### config.mk
export PLATFORM = sky130hd
export DESIGN_NAME = mem_arbiter
export DESIGN_NICKNAME = d
export VERILOG_FILES = /design/src/rtl/mem_arbiter.sv
export SDC_FILE = /design/constraint.sdc
export NUM_CORES = 1
export LEC_CHECK = 0
export ABC_CLOCK_PERIOD_IN_PS = 4500
export CAP_MARGIN = 20
export CORE_MARGIN = 8
export CORE_UTILIZATION = 47
export CTS_CLUSTER_SIZE = 8
export DETAILED_ROUTE_END_ITERATION = 10
export PLACE_DENSITY = 0.94
export SLEW_MARGIN = 5
export SYNTH_ARGS = -nofsm -noshare
export SYNTH_HDL_FRONTEND = slang
export SYNTH_SLANG_ARGS = --single-unit
### constraint.sdc
create_clock -name clk -period 4.5 [get_ports clk]
set_input_delay 0.9 -clock clk [delete_from_list [all_inputs] [get_ports clk]]
set_output_delay 0.9 -clock clk [all_outputs]
set_load 0.02 [all_outputs]
### src/rtl/mem_arbiter.sv
// Two-requester (IFU fetch / LSU load-store) arbiter onto a single memory port with a timeout watchdog.
// Define ARB_RR_EN for round-robin arbitration; otherwise the LSU has fixed priority over the IFU.
module mem_arbiter #(
  parameter int ADDR_W  = 32,
  parameter int DATA_W  = 32,
  parameter int TMO_CYC = 255
) (
  input  logic                clk,
  input  logic                rst_n,
  input  logic                ifu_req_valid,
  output logic                ifu_req_ready,
  input  logic [ADDR_W-1:0]   ifu_addr,
  output logic                ifu_resp_valid,
  output logic [DATA_W-1:0]   ifu_rdata,
  output logic                ifu_resp_err,
  input  logic                lsu_req_valid,
  output logic                lsu_req_ready,
  input  logic [ADDR_W-1:0]   lsu_addr,
  input  logic                lsu_wen,
  input  logic [DATA_W-1:0]   lsu_wdata,
  input  logic [DATA_W/8-1:0] lsu_wmask,
  output logic                lsu_resp_valid,
  output logic [DATA_W-1:0]   lsu_rdata,
  output logic                lsu_resp_err,
  output logic                mem_req_valid,
  input  logic                mem_req_ready,
  output logic [ADDR_W-1:0]   mem_addr,
  output logic                mem_wen,
  output logic [DATA_W-1:0]   mem_wdata,
  output logic [DATA_W/8-1:0] mem_wmask,
  input  logic                mem_resp_valid,
  input  logic [DATA_W-1:0]   mem_rdata,
  output logic                busy,
  output logic                owner
);

  localparam int MASK_W = DATA_W / 8;
  localparam logic [15:0] WDOG_LAST = 16'(TMO_CYC - 1);

  typedef enum logic [1:0] {IDLE, REQ, WAIT, RESP} state_t;

  state_t            state, state_nxt;
  logic [15:0]       wdog;
  logic              timeout;
  logic              grant_lsu;
  logic              can_accept;
  logic              accept;
  logic              done;
  logic              err_nxt;
  logic [DATA_W-1:0] rdata_nxt;
  logic              err_q;

`ifdef ARB_RR_EN
  // rr_ptr names the preferred requester: 0=IFU, 1=LSU
  logic rr_ptr;
  assign grant_lsu = lsu_req_valid & (~ifu_req_valid | rr_ptr);

  always_ff @(posedge clk or negedge rst_n) begin
    if (!rst_n) begin
      rr_ptr <= 1'b0;
    end else if (accept) begin
      rr_ptr <= ~grant_lsu;
    end
  end
`else
  assign grant_lsu = lsu_req_valid;
`endif

  // Gate with rst_n so no handshake can complete while reset is held.
  assign can_accept    = (state == IDLE) & rst_n;
  assign lsu_req_ready = can_accept & grant_lsu;
  assign ifu_req_ready = can_accept & ifu_req_valid & ~grant_lsu;
  assign accept        = lsu_req_ready | ifu_req_ready;
  assign timeout       = (wdog == WDOG_LAST);

  always_comb begin
    state_nxt = state;
    done      = 1'b0;
    err_nxt   = 1'b0;
    rdata_nxt = '0;
    case (state)
      IDLE: begin
        if (accept) state_nxt = REQ;
      end
      REQ: begin
        if (timeout) begin
          state_nxt = RESP;
          done      = 1'b1;
          err_nxt   = 1'b1;
        end else if (mem_req_ready) begin
          state_nxt = WAIT;
        end
      end
      WAIT: begin
        // A real response wins over a timeout landing in the same cycle.
        if (mem_resp_valid) begin
          state_nxt = RESP;
          done      = 1'b1;
          rdata_nxt = mem_wen ? '0 : mem_rdata;
        end else if (timeout) begin
          state_nxt = RESP;
          done      = 1'b1;
          err_nxt   = 1'b1;
        end
      end
      RESP: begin
        state_nxt = IDLE;
      end
      default: begin
        state_nxt = IDLE;
      end
    endcase
  end

  always_ff @(posedge clk or negedge rst_n) begin
    if (!rst_n) begin
      state     <= IDLE;
      wdog      <= '0;
      owner     <= 1'b0;
      mem_addr  <= '0;
      mem_wen   <= 1'b0;
      mem_wdata <= '0;
      mem_wmask <= '0;
      err_q     <= 1'b0;
      ifu_rdata <= '0;
      lsu_rdata <= '0;
    end else begin
      state <= state_nxt;
      if (state == IDLE) begin
        wdog <= '0;
      end else if (state == REQ || state == WAIT) begin
        wdog <= wdog + 16'd1;
      end
      if (accept) begin
        owner     <= grant_lsu;
        mem_addr  <= grant_lsu ? lsu_addr : ifu_addr;
        mem_wen   <= grant_lsu & lsu_wen;
        mem_wdata <= grant_lsu ? lsu_wdata : '0;
        mem_wmask <= grant_lsu ? lsu_wmask : {MASK_W{1'b0}};
      end
      if (done) begin
        err_q <= err_nxt;
        if (owner) lsu_rdata <= rdata_nxt;
        else       ifu_rdata <= rdata_nxt;
      end
    end
  end

  assign mem_req_valid  = (state == REQ);
  assign busy           = (state != IDLE);
  assign ifu_resp_valid = (state == RESP) & ~owner;
  assign lsu_resp_valid = (state == RESP) & owner;
  assign ifu_resp_err   = ifu_resp_valid & err_q;
  assign lsu_resp_err   = lsu_resp_valid & err_q;

endmodule
run_1/clock_wires.png
Scale: 2 px per µm.
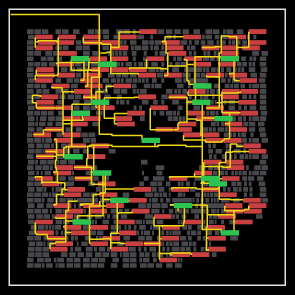
- flip-flops: red (count 153)
- clock-net drivers: green (count 17)
- clock wires: yellow (length 1890 µm)
- routed clock nets: 18
- flops lie: widely spread

run_1/congestion_map.png
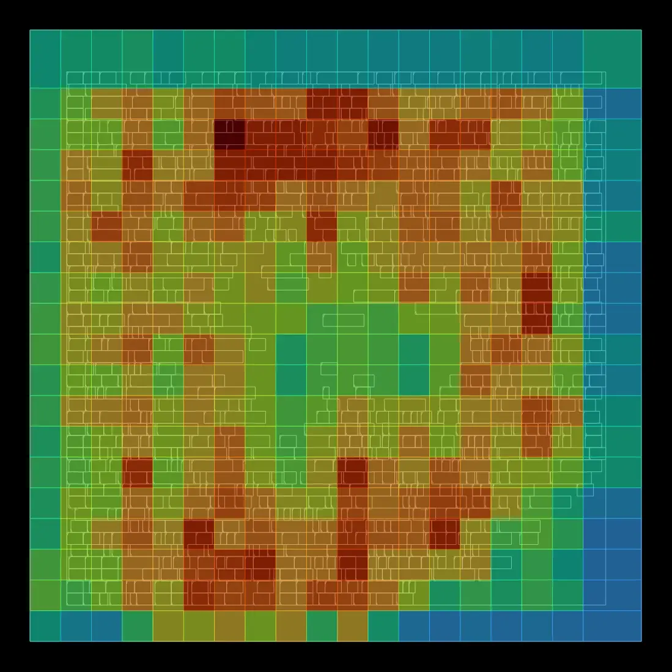
DR WL/cell: 20.79 µm
total track usage: 0.2437
final core occ: 0.7173
GR Layer Usage met1: 0.2791
met3 usage: 0.08096

run_1/closeup.png
Region (93, 24) to (113, 44) µm. Cells in grey, sequential cells in the stronger grey; small squares are vias.
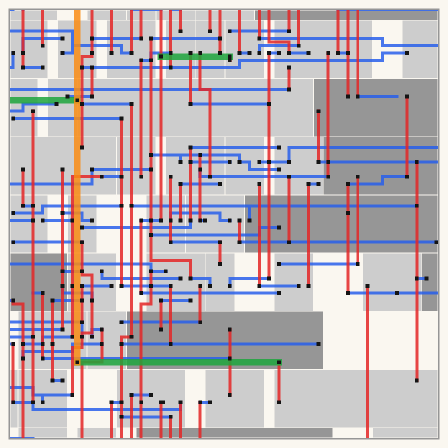
- M2: red
- M4: orange
- M1: blue
- M3: green
- netlist names of flops here include: wdog (3), lsu_rdata (1)
- cells with their middle in the window: 34
- most frequent: nand2_1 (4), a21oi_1 (4), dfrtp_1 (4)
- sequential cells in the window: 4

==> reports/results.txt, run 1 <==
Top non-seq family -> AND-OR/OR-AND gates
WP data required -> 3.60 ns
chip area -> 18840 µm²
area fraction in mux cells -> 0.04942
CP endpoint kind -> output pin
Mapped Cells -> 657
top cells by count -> dfrtp_1 (153), a21oi_1 (137), a211oi_1 (65), nand2_1 (50), o21ai_0 (47)
Total Power -> 7.286 mW
root buf cell -> clkbuf_16
DRC viols -> 0
Comb group -> 3.49 mW
Filler cells -> 1007
and+or+nand+nor area frac -> 0.06861
max_cap viols -> 0
CP max-delay cell -> clkdlybuf4s50_1
Sw Share -> 0.3969
total number of sequential cells -> 153
Hold Path Class -> input pin to asynchronous set/reset pin
bufs w/o clock -> 290
layout cell share with drive strength beyond 1 -> 0.05985
Log Warnings -> 33
yosys aoi share -> 0.2741
post-synth top area cell -> dfrtp_1
dominant synthesized flop cell -> dfrtp_1
Vias per Instance -> 5.819
Slew Limit Fails -> 0
most numerous logic cell after layout -> clkdlybuf4s50_1
pre-CTS setup slack -> 1.348 ns
final worst-path cycle share -> 0.7698
Pre-Repair DR Iteration Count -> 5
Reg2Reg Setup Slack -> 1.85 ns
Warnings, synthesis -> 0
pin count of the biggest net entering global routing -> 102
Clk pwr share -> 0.202
antenna violations before repair -> 0
via total after detailed routing -> 6418
Sequential Power Share -> 0.319
Final Non-Filler Cells -> 1103
R2R Path Start -> wdog[12]$_DFFE_PN0P_
Unique cell types -> 46
Psw -> 2.892 mW
clock buf count -> 23
Antenna Cells -> 0
Reg clk slew, reported paths -> 0.06 ns
worst-margin pin slew -> 0.9264 ns
Core Region -> 14480 µm²
first-pass GRT wire length -> 35360 µm
Metal-1 WL -> 8542 µm
routed wl met3 -> 2067 µm
Comb area share -> 0.2719
post-cts resize count -> 0
Worst Setup EP -> lsu_req_ready
num ports -> 281
synthesis-to-finish area growth -> 50.27%
post-CTS setup buffers -> 0
Sink Count -> 153
Final nets -> 1052
fin crit period -> 3.464 ns
Pwr per Cell Area -> 701.5 nW/µm²
Buffers on Ports -> 280
share of the synthesized area in the top cell type -> 0.5539
status -> finished clean
CTS max path bufs -> 2
worst setup path class -> flop to output pin
ClkCell Share -> 0.05843
worst path buffer plus inverter count -> 2
CTS tree -> done
CP Max Fanout -> 16
Clk. pwr -> 1.47 mW
design area -> 10390 µm²
DP Wirelength -> 16350 µm
reg2reg end -> lsu_rdata[18]$_DFFE_PN0P_
vias in the first global route -> 6470
Iteration-0 DRC Markers -> 516
Worst EP arrival -> 2.56 ns
Logic cell area -> 2824 µm²
Biggest Area Class -> registers
cells in synth_stat.txt -> 657
XOR Share, Synth -> 0
Tapcells -> 184
multi-input gates -> 438
hold_buf cts -> 0
==> run 1 -> run 2 <==
--- a/config.mk
+++ b/config.mk
@@ -5,13 +5,13 @@
 export SDC_FILE = /design/constraint.sdc
 export NUM_CORES = 1
 export LEC_CHECK = 0
-export ABC_CLOCK_PERIOD_IN_PS = 4500
+export ABC_CLOCK_PERIOD_IN_PS = 3100
 export CAP_MARGIN = 20
 export CORE_MARGIN = 8
-export CORE_UTILIZATION = 47
+export CORE_UTILIZATION = 39
 export CTS_CLUSTER_SIZE = 8
 export DETAILED_ROUTE_END_ITERATION = 10
-export PLACE_DENSITY = 0.94
+export PLACE_DENSITY = 0.84
 export SLEW_MARGIN = 5
 export SYNTH_ARGS = -nofsm -noshare
 export SYNTH_HDL_FRONTEND = slang
==> constraint.sdc (replaced) <==
create_clock -name clk -period 3.1 [get_ports clk]
set_input_delay 0.62 -clock clk [delete_from_list [all_inputs] [get_ports clk]]
set_output_delay 0.62 -clock clk [all_outputs]
set_load 0.02 [all_outputs]
run_2/clock_wires.png
Scale: 2 px per µm.
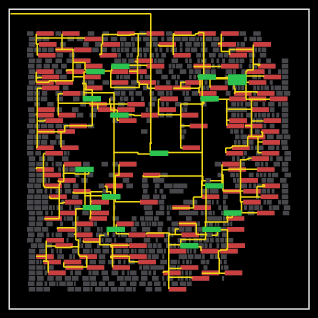
- clock wires: yellow (length 2000 µm)
- clock-net drivers: green (count 17)
- flip-flops: red (count 153)
- routed clock nets: 18
- flops lie: widely spread

run_2/m4.png
Scale: 2 px per µm.
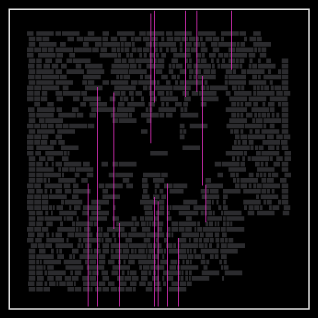
- main direction: vertical
- longest straight run: 110 µm
- wire length on this layer: 777 µm
- nets with wire on the layer: 13
- share of all routed wire: 3.4%

==> reports/results.txt, run 2 <==
status -> finished clean
multi-input gates -> 438
CTS max path bufs -> 2
Metal-1 WL -> 8932 µm
Comb group -> 5.08 mW
DR WL/cell -> 19.74 µm
Biggest Area Class -> registers
DRC viols -> 0
post-CTS setup buffers -> 0
total track usage -> 0.2018
synthesis-to-finish area growth -> 51.92%
Worst Setup EP -> ifu_req_ready
post-cts resize count -> 0
Sequential Power Share -> 0.318
Pre-Repair DR Iteration Count -> 5
Hold Path Class -> input pin to asynchronous set/reset pin
Warnings, synthesis -> 0
vias in the first global route -> 6387
reg2reg end -> ifu_rdata[18]$_DFFE_PN0P_
chip area -> 22240 µm²
num ports -> 281
DP Wirelength -> 16240 µm
Clk. pwr -> 2.09 mW
Mapped Cells -> 657
via total after detailed routing -> 6313
Tapcells -> 225
Psw -> 4.210 mW
worst-margin pin slew -> 0.8741 ns
Sink Count -> 153
Top non-seq family -> AND-OR/OR-AND gates
Sw Share -> 0.4004
first-pass GRT wire length -> 35330 µm
dominant synthesized flop cell -> dfrtp_1
ClkCell Share -> 0.05636
clock buf count -> 17
CP max-delay cell -> clkdlybuf4s50_1
Reg clk slew, reported paths -> 0.06 ns
==> run 2 -> run 3 <==
--- a/config.mk
+++ b/config.mk
@@ -5,13 +5,14 @@
 export SDC_FILE = /design/constraint.sdc
 export NUM_CORES = 1
 export LEC_CHECK = 0
-export ABC_CLOCK_PERIOD_IN_PS = 3100
+export ABC_CLOCK_PERIOD_IN_PS = 2700
 export CAP_MARGIN = 20
 export CORE_MARGIN = 8
-export CORE_UTILIZATION = 39
+export CORE_UTILIZATION = 44
 export CTS_CLUSTER_SIZE = 8
 export DETAILED_ROUTE_END_ITERATION = 10
-export PLACE_DENSITY = 0.84
+export GPL_TIMING_DRIVEN = 0
+export PLACE_DENSITY = 0.9
 export SLEW_MARGIN = 5
 export SYNTH_ARGS = -nofsm -noshare
 export SYNTH_HDL_FRONTEND = slang
==> constraint.sdc (replaced) <==
create_clock -name clk -period 2.7 [get_ports clk]
set_input_delay 0.54 -clock clk [delete_from_list [all_inputs] [get_ports clk]]
set_output_delay 0.54 -clock clk [all_outputs]
set_load 0.02 [all_outputs]
run_3/congestion_map.png
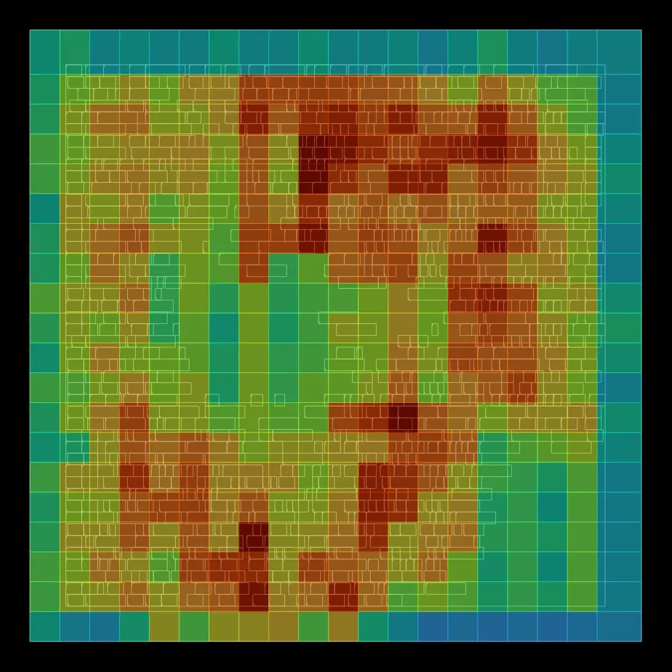
met2 Use GR: 0.4033
GR Layer Usage met1: 0.2712

run_3/layers.png
Scale: 3 px per µm.
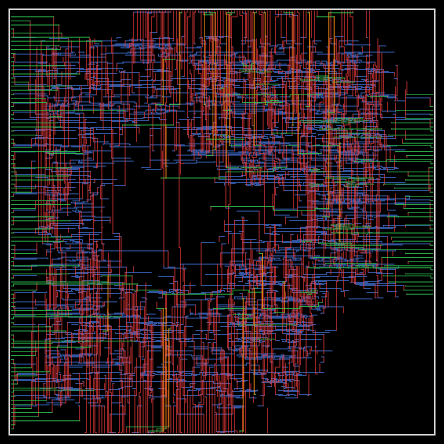
- M2: red (wire length 11800 µm)
- M4: orange (wire length 822 µm)
- M3: green (wire length 2390 µm)
- M1: blue (wire length 8990 µm)

==> reports/results.txt, run 3 <==
via total after detailed routing -> 6666
synthesis-to-finish area growth -> 54.24%
dominant synthesized flop cell -> dfrtp_1
Core Region -> 15600 µm²
Psw -> 4.973 mW
Comb group -> 6.02 mW
worst-margin pin slew -> 0.7075 ns
yosys aoi share -> 0.2741
Sequential Power Share -> 0.317
CP max-delay cell -> dfrtp_1
CP endpoint kind -> output pin
area fraction in mux cells -> 0.04942
Sink Count -> 153
Unique cell types -> 46
DP Wirelength -> 17520 µm
Slew Limit Fails -> 0
top cells by count -> dfrtp_1 (153), a21oi_1 (137), a211oi_1 (65), nand2_1 (50), o21ai_0 (47)
post-cts resize count -> 14
Mapped Cells -> 657
post-CTS setup buffers -> 0
R2R Path Start -> state[1]$_DFFE_PN0P_
total track usage -> 0.2401
CTS tree -> done
CP Max Fanout -> 10
antenna violations before repair -> 0
Reg2Reg Setup Slack -> 0.22 ns
Top non-seq family -> AND-OR/OR-AND gates
layout cell share with drive strength beyond 1 -> 0.07534
multi-input gates -> 438
Hold Path Class -> input pin to asynchronous set/reset pin
Comb area share -> 0.2648
status -> finished clean
Clk. pwr -> 2.31 mW
Reg clk slew, reported paths -> 0.07 ns
hold_buf cts -> 1
Logic cell area -> 2823 µm²
pre-CTS setup slack -> -0.8273 ns
XOR Share, Synth -> 0
No activity file was given, so power comes from the tool's default toggle rates.
